[src/rtl/instr_sequencer.sv]
// rtl/instr_sequencer.sv - program-memory instruction sequencer feeding a multi-cycle processor
// Optional watchdog: define SEQ_WATCHDOG_EN to add the WAIT timeout counter and the error port.
module instr_sequencer #(
  parameter int DEPTH   = 16,
  parameter int AW      = 4,
  parameter int TIMEOUT = 15
) (
  input  logic          clk,
  input  logic          reset,
  input  logic          wr_en,
  input  logic [AW-1:0] wr_addr,
  input  logic [15:0]   wr_data,
  input  logic [AW:0]   prog_len,
  input  logic          start,
  input  logic          done,
  output logic [15:0]   instr,
  output logic          run,
  output logic [AW-1:0] pc,
  output logic          busy,
  output logic          finished
`ifdef SEQ_WATCHDOG_EN
  ,
  output logic          error
`endif
);

  typedef enum logic [1:0] {IDLE, ISSUE, WAIT, FIN} state_t;

  localparam logic [AW:0]   LEN_MAX = (AW+1)'(DEPTH);
  localparam logic [AW:0]   LEN_ONE = (AW+1)'(1);
  localparam logic [AW-1:0] PC_ONE  = AW'(1);

  state_t      state;
  state_t      state_nxt;
  logic [15:0] mem [DEPTH];
  logic [AW:0] len_q;
  logic        start_ok;
  logic        last;
  logic        advance;

  // start is only honoured from IDLE; the length is latched there so later changes have no effect
  assign start_ok = (state == IDLE) && start;
  // len_q is at least 1 whenever WAIT is reachable, so the subtraction cannot underflow there
  assign last     = ({1'b0, pc} == (len_q - LEN_ONE));
  assign advance  = (state == WAIT) && done && !last;

  assign run      = (state == ISSUE);
  assign busy     = (state != IDLE);
  assign finished = (state == FIN);

`ifdef SEQ_WATCHDOG_EN
  localparam int WW = $clog2(TIMEOUT + 1);
  localparam logic [WW-1:0] WD_LAST = WW'(TIMEOUT - 1);
  localparam logic [WW-1:0] WD_ONE  = WW'(1);

  logic [WW-1:0] wd_cnt;
  logic          wd_fire;

  // fires on the TIMEOUT-th consecutive WAIT cycle without done
  assign wd_fire = (state == WAIT) && !done && (wd_cnt == WD_LAST);

  // watchdog counter restarts on every issue; error is sticky until the next accepted start
  always_ff @(posedge clk or negedge reset) begin
    if (!reset) begin
      wd_cnt <= '0;
      error  <= 1'b0;
    end else begin
      if (state == ISSUE) begin
        wd_cnt <= '0;
      end else if ((state == WAIT) && !done) begin
        wd_cnt <= wd_cnt + WD_ONE;
      end
      if (start_ok) begin
        error <= 1'b0;
      end else if (wd_fire) begin
        error <= 1'b1;
      end
    end
  end
`endif

  // program memory is deliberately not reset; writes are accepted only while idle
  always_ff @(posedge clk) begin
    if (wr_en && (state == IDLE)) begin
      mem[wr_addr] <= wr_data;
    end
  end

  // state register
  always_ff @(posedge clk or negedge reset) begin
    if (!reset) begin
      state <= IDLE;
    end else begin
      state <= state_nxt;
    end
  end

  // next-state decode: done only matters in WAIT
  always_comb begin
    state_nxt = state;
    case (state)
      IDLE: begin
        if (start) begin
          state_nxt = (prog_len == '0) ? FIN : ISSUE;
        end
      end
      ISSUE: state_nxt = WAIT;
      WAIT: begin
        if (done) begin
          state_nxt = last ? FIN : ISSUE;
        end
`ifdef SEQ_WATCHDOG_EN
        else if (wd_fire) begin
          state_nxt = IDLE;
        end
`endif
      end
      FIN:     state_nxt = IDLE;
      default: state_nxt = IDLE;
    endcase
  end

  // pc / instr / length registers; instr only changes when a new instruction is loaded so the
  // processor sees a stable word for the whole instruction, and it holds through FIN and IDLE
  always_ff @(posedge clk or negedge reset) begin
    if (!reset) begin
      pc    <= '0;
      instr <= '0;
      len_q <= '0;
    end else if (start_ok) begin
      pc    <= '0;
      len_q <= (prog_len > LEN_MAX) ? LEN_MAX : prog_len;
      // a same-cycle write to address 0 must be the word that gets issued
      instr <= (wr_en && (wr_addr == '0)) ? wr_data : mem[0];
    end else if (advance) begin
      pc    <= pc + PC_ONE;
      instr <= mem[pc + PC_ONE];
    end
  end

endmodule

[config.mk]
export PLATFORM = sky130hd
export DESIGN_NAME = instr_sequencer
export DESIGN_NICKNAME = d
export VERILOG_FILES = /design/src/rtl/instr_sequencer.sv
export SDC_FILE = /design/constraint.sdc
export NUM_CORES = 1
export LEC_CHECK = 0
export CORE_MARGIN = 4
export CORE_UTILIZATION = 25
export CTS_BUF_LIST = sky130_fd_sc_hd__clkbuf_16
export CTS_CLUSTER_SIZE = 14
export DETAILED_ROUTE_END_ITERATION = 8
export HOLD_SLACK_MARGIN = 0.12
export PLACE_DENSITY_LB_ADDON = 0.1
export SETUP_SLACK_MARGIN = 0.3
export SYNTH_ARGS = -nofsm -noshare
export SYNTH_HDL_FRONTEND = slang
export SYNTH_SLANG_ARGS = --single-unit
[constraint.sdc]
create_clock -name clk -period 5.35 [get_ports clk]
set_clock_uncertainty 0.1 [all_clocks]
set_input_delay 1.07 -clock clk [delete_from_list [all_inputs] [get_ports clk]]
set_output_delay 1.07 -clock clk [all_outputs]
set_load 0.01 [all_outputs]
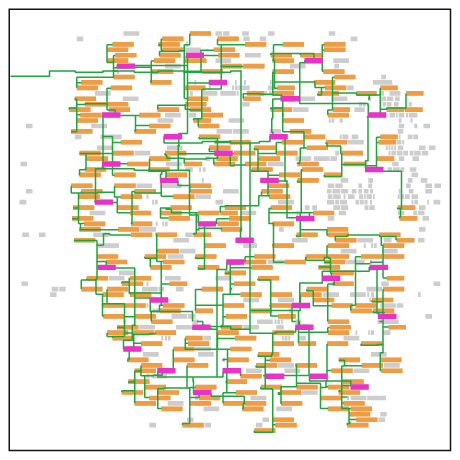
run_1/clk_routes.png
Scale: 2 px per µm.
- flip-flops: orange (count 283)
- clock drivers: magenta (count 34)
- clock wires: green (length 3960 µm)
- routed clock nets: 35
relative contribution of the clock network to total power: 32.8%
clock latency on the worst-skew pair: 0.52 ns

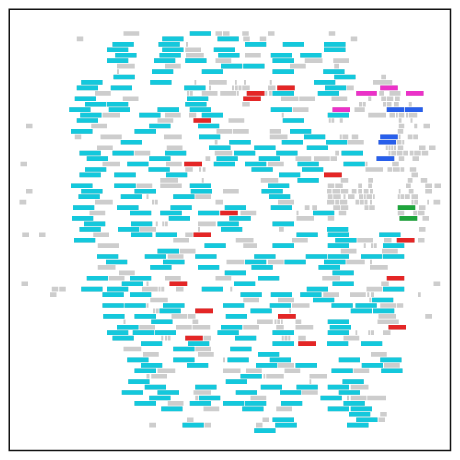
run_1/flops_by_reg.png
Scale: 2 px per µm.
- `state`: green (placed flops 2)
- `instr`: red (placed flops 16)
- `pc`: magenta (placed flops 4; where upper right)
- `len_q`: blue (placed flops 5)
- `mem`: cyan (placed flops 256)
Seq/total area: 61.39%
footprint of the flip-flops and latches: 8367 µm²
Seq power: 2730 µW
final core utilization: 30.75%

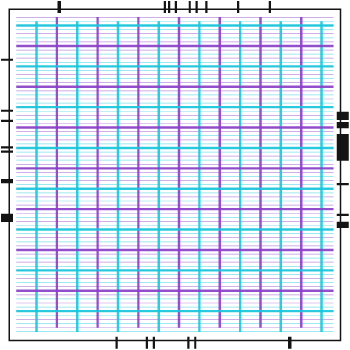
run_1/power_grid.png
Scale: 1.5 px per µm. Pins as bars on the die edge.
- VSS: cyan
- VDD: purple
- rows: 77
- met4 straps: 15
- met5 straps: 15
VDD IR max: 237.2 µV
Die Height: 219.8 µm
width of the die: 219.8 µm

[run 1: power by group]
group / leakage (µW) / switching, µW / total [µW] / internal [µW]
logic: 0.00110 / 899 / 1890 / 987
clock network: 0.000553 / 898 / 2250 / 1350
registers: 0.00262 / 183 / 2730 / 2550
[run 1: kinds of logic after synthesis]
logic type                 synth area share (%)
DFF                                       74.56
and+or+nand+nor                           4.306
muxes                                     16.39
buffers and inverters                     1.506
AOI/OAI and AO/OA                         2.186
xor gates and xnor gates                 0.8366
adders and majority gates                0.2231
[run 1: state kept, by name, indices dropped and copies added, names as in the netlist]
register / cells
instr: 16
len_q: 5
mem: 256
pc: 4
state: 2
[run 1: layer usage]
layer	part of all wire, %	track usage (%)
met1	44	18.02
met2	48	21.66
met3	5.2	2.579
met4	2.1	3.747
met5	0	0
==> impl_metrics.xml, run 1 <==
<?xml version="1.0" encoding="UTF-8"?>
<metrics>
  <group name="setup_path">
    <metric name="path_delay_family" unit="">flip-flops</metric>
    <metric name="crit_path_start" unit="">pc[0]</metric>
    <metric name="cp-start-kind" unit="">flip-flop</metric>
    <metric name="stage_delay_of_the_slowest_cell_on_the_critical_path" unit="ns">0.94</metric>
    <metric name="r2r_slack" unit="ns">1.87</metric>
    <metric name="worst_r2r_path_depth" unit="">5</metric>
    <metric name="cp_cell_sequence" unit="">ha_2 -&gt; buf_12 -&gt; mux4_2 -&gt; mux4_2 -&gt; o221a_1</metric>
    <metric name="critical_path_cell_count" unit="">5</metric>
    <metric name="timing.critical_path.buf_inv" unit="">1</metric>
    <metric name="cpMaxStageDelayCell" unit="">sky130_fd_sc_hd__dfrtp_4</metric>
    <metric name="critical_path.endpoint_type" unit="">flip-flop</metric>
  </group>
  <group name="yosys">
    <metric name="synth.cell_area" unit="µm²">11220</metric>
    <metric name="synth.cells.most_frequent" unit="">sky130_fd_sc_hd__edfxtp_1, sky130_fd_sc_hd__mux4_2, sky130_fd_sc_hd__nand2_1, sky130_fd_sc_hd__dfrtp_1, sky130_fd_sc_hd__nand3_1</metric>
    <metric name="synth_largest_type_area_fraction" unit="%">68.53</metric>
    <metric name="post-synth-top-count-cell" unit="">sky130_fd_sc_hd__edfxtp_1</metric>
  </group>
  <group name="final_timing">
    <metric name="finalWorstSetupSlack" unit="ns">1.872</metric>
    <metric name="post-route-min-period" unit="ns">3.478</metric>
    <metric name="fmax" unit="MHz">287.6</metric>
    <metric name="tightest_slew" unit="ns">1.344</metric>
    <metric name="worst_slew_margin_rel" unit="%">10.29</metric>
  </group>
  <group name="clocking">
    <metric name="post_cts_resized" unit="">0</metric>
    <metric name="hold_buffers" unit="">0</metric>
    <metric name="sinks_on_clock_net" unit="">283</metric>
  </group>
  <group name="placed_design">
    <metric name="dp_hpwl" unit="µm">17540</metric>
    <metric name="placed_area" unit="µm²">12540</metric>
    <metric name="finalWeightedCongestion" unit="">0.7182</metric>
  </group>
  <group name="detailed_routing">
    <metric name="routed_wl" unit="µm">31180</metric>
  </group>
  <group name="run_status">
    <metric name="status" unit="">finished, final reports clean</metric>
  </group>
  <group name="final_layout">
    <metric name="layout_top_cells" unit="">sky130_fd_sc_hd__edfxtp_1, sky130_fd_sc_hd__mux4_2, sky130_fd_sc_hd__clkdlybuf4s50_1</metric>
    <metric name="layout_top_cell_excl_fill_tap" unit="">sky130_fd_sc_hd__edfxtp_1</metric>
    <metric name="comb_cells" unit="">224</metric>
    <metric name="fillers" unit="">4316</metric>
    <metric name="n_antenna_cell" unit="">1</metric>
    <metric name="fraction_of_area_in_multi_input_gates" unit="%">20.46</metric>
    <metric name="area_growth_syn_to_layout" unit="%">21.49</metric>
    <metric name="layout.area.top_class" unit="">registers</metric>
  </group>
  <group name="global_route">
    <metric name="grt_first_pass_wirelength" unit="µm">45440</metric>
    <metric name="global_route.usage.total" unit="%">13.23</metric>
  </group>
  <group name="floorplanning">
    <metric name="core.rowCount" unit="">77</metric>
    <metric name="floorplan.die_area" unit="µm²">48320</metric>
  </group>
  <group name="hold_path">
    <metric name="whs_path_cells" unit="">2</metric>
    <metric name="hold_path_sink" unit="">len_q[4]</metric>
  </group>
  <group name="job">
    <metric name="max_cap_viol_count" unit="">0</metric>
  </group>
  <group name="power">
    <metric name="power_per_cell_area" unit="nW/µm²">503.8</metric>
  </group>
</metrics>
==> run 1 -> run 2 <==
==> constraint.sdc (replaced) <==
create_clock -name clk -period 3.3 [get_ports clk]
set_clock_uncertainty 0.1 [all_clocks]
set_input_delay 0.66 -clock clk [delete_from_list [all_inputs] [get_ports clk]]
set_output_delay 0.66 -clock clk [all_outputs]
set_load 0.01 [all_outputs]
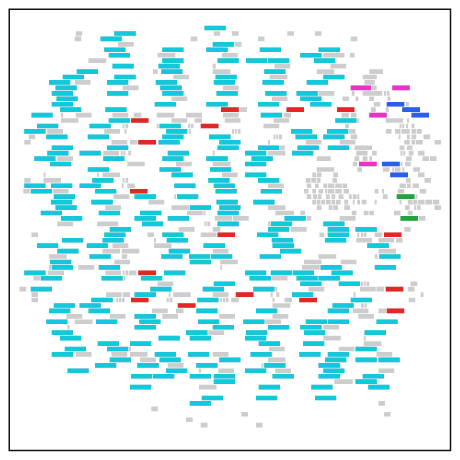
run_2/flops_by_reg.png
Scale: 2 px per µm.
- `mem`: cyan (placed flops 256; where all over the die)
- `state`: green (placed flops 2)
- `len_q`: blue (placed flops 5; where upper right)
- `instr`: red (placed flops 16)
- `pc`: magenta (placed flops 4; where upper right)
Seq power: 4310 µW
Seq/total area: 61.09%
final core utilization: 30.90%

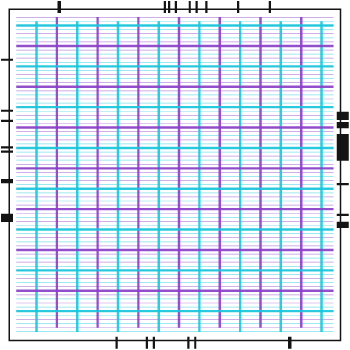
run_2/power_grid.png
Scale: 1.5 px per µm. Pins as bars on the die edge.
- VSS: cyan
- VDD: purple
- met4 straps: 15
- signal pins: 53
- met5 straps: 15
VDD IR max: 853.4 µV
total core area: 44320 µm²

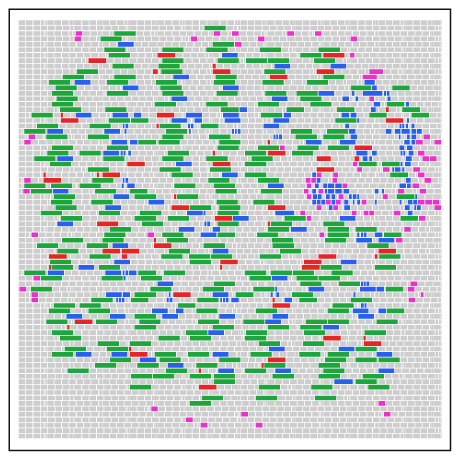
run_2/placement_by_type.png
Scale: 2 px per µm. Fill, decap, tap and diode cells in gray.
- flops: green (cells 283)
- other buffers and delay cells: magenta (cells 82)
- combinational and other logic: blue (cells 228)
- clock drivers and dummy loads: red (cells 61)
total non-filler cell area in the finished layout: 13700 µm²
FP Rows: 77

==> impl_metrics.xml, run 2 <==
<?xml version="1.0" encoding="UTF-8"?>
<metrics>
  <group name="run_status">
    <metric name="status" unit="">finished, final reports clean</metric>
  </group>
  <group name="floorplanning">
    <metric name="floorplan.die_area" unit="µm²">48320</metric>
    <metric name="dieWidth" unit="µm">219.8</metric>
    <metric name="well_tap_count" unit="">592</metric>
    <metric name="die_height" unit="µm">219.8</metric>
  </group>
  <group name="detailed_routing">
    <metric name="routedLengthMet1" unit="µm">13870</metric>
    <metric name="routed-wl-met3" unit="µm">1439</metric>
    <metric name="met2RoutedLength" unit="µm">13220</metric>
    <metric name="top_signal_layer_used" unit="">met5</metric>
    <metric name="routed_wl" unit="µm">29200</metric>
  </group>
  <group name="final_layout">
    <metric name="fillers" unit="">4306</metric>
    <metric name="layout.area.top_class" unit="">registers</metric>
    <metric name="area_growth_syn_to_layout" unit="%">22.10</metric>
    <metric name="layout_top_cell_excl_fill_tap" unit="">sky130_fd_sc_hd__edfxtp_1</metric>
    <metric name="n_antenna_cell" unit="">0</metric>
    <metric name="largest_reg_flops" unit="">256</metric>
    <metric name="layout_top_cells" unit="">sky130_fd_sc_hd__edfxtp_1, sky130_fd_sc_hd__mux4_2, sky130_fd_sc_hd__clkdlybuf4s50_1</metric>
    <metric name="fraction_of_area_in_multi_input_gates" unit="%">20.07</metric>
    <metric name="seqCellArea" unit="µm²">8367</metric>
  </group>
  <group name="setup_path">
    <metric name="crit_path_start" unit="">pc[0]</metric>
    <metric name="stage_delay_of_the_slowest_cell_on_the_critical_path" unit="ns">0.68</metric>
    <metric name="cp_cell_sequence" unit="">buf_12 -&gt; clkdlybuf4s50_1</metric>
    <metric name="path_delay_family" unit="">buffers and inverters</metric>
    <metric name="r2r_slack" unit="ns">0.73</metric>
    <metric name="critical_path_cell_count" unit="">2</metric>
    <metric name="worst_r2r_path_depth" unit="">5</metric>
    <metric name="timing.critical_path.buf_inv" unit="">2</metric>
    <metric name="cp-start-kind" unit="">flip-flop</metric>
    <metric name="cpMaxStageDelayCell" unit="">sky130_fd_sc_hd__clkdlybuf4s50_1</metric>
    <metric name="critical_path.endpoint_type" unit="">output pin</metric>
  </group>
  <group name="final_timing">
    <metric name="post-route-min-period" unit="ns">2.864</metric>
    <metric name="fmax" unit="MHz">349.2</metric>
    <metric name="finalWorstSetupSlack" unit="ns">0.4361</metric>
    <metric name="rsz0062_at_grt" unit="">no</metric>
    <metric name="worst_slew_margin_rel" unit="%">45.46</metric>
    <metric name="tightest_slew" unit="ns">0.8181</metric>
  </group>
  <group name="clocking">
    <metric name="sinks_on_clock_net" unit="">283</metric>
    <metric name="post_cts_resized" unit="">0</metric>
    <metric name="hold_buffers" unit="">0</metric>
    <metric name="clock_latency" unit="ns">0.52</metric>
  </group>
  <group name="placed_design">
    <metric name="dp_hpwl" unit="µm">16160</metric>
    <metric name="finalWeightedCongestion" unit="">0.7424</metric>
  </group>
  <group name="global_route">
    <metric name="global_route_hottest_layer" unit="">met2</metric>
    <metric name="grt_use_met1" unit="%">17.62</metric>
    <metric name="met3_usage" unit="%">2.523</metric>
    <metric name="grt_use_met2" unit="%">19.12</metric>
    <metric name="global_route.usage.total" unit="%">12.30</metric>
    <metric name="grt_first_pass_wirelength" unit="µm">42410</metric>
  </group>
  <group name="yosys">
    <metric name="synth.cells.most_frequent" unit="">sky130_fd_sc_hd__edfxtp_1, sky130_fd_sc_hd__mux4_2, sky130_fd_sc_hd__nand2_1, sky130_fd_sc_hd__dfrtp_1, sky130_fd_sc_hd__nand3_1</metric>
    <metric name="post-synth-top-count-cell" unit="">sky130_fd_sc_hd__edfxtp_1</metric>
    <metric name="synth_largest_type_area_fraction" unit="%">68.53</metric>
    <metric name="synth.cell_area" unit="µm²">11220</metric>
  </group>
  <group name="job">
    <metric name="max_cap_viol_count" unit="">0</metric>
  </group>
  <group name="power">
    <metric name="power_per_cell_area" unit="nW/µm²">797.7</metric>
  </group>
</metrics>
==> run 2: kinds of logic (layout without fill, tap and decap cells) <==
group / Yosys count / in the layout / synth area share, %
muxes: 84 / 84 / 16.39
buffers and inverters: 31 / 147 / 1.506
adders and majority gates: 2 / 2 / 0.2231
xor gates and xnor gates: 9 / 9 / 0.8366
and+or+nand+nor: 103 / 103 / 4.306
AOI/OAI and AO/OA: 26 / 26 / 2.186
DFF: 283 / 283 / 74.56
==> run 2: power by group <==
| part | total, µW | switching [µW] | internal, µW |
|---|---|---|---|
| Clock | 3520 | 1430 | 2090 |
| Sequential | 4310 | 179 | 4130 |
| Combinational | 3100 | 1480 | 1620 |
Power figures rest on the tool's default switching activity, not on a simulated workload.
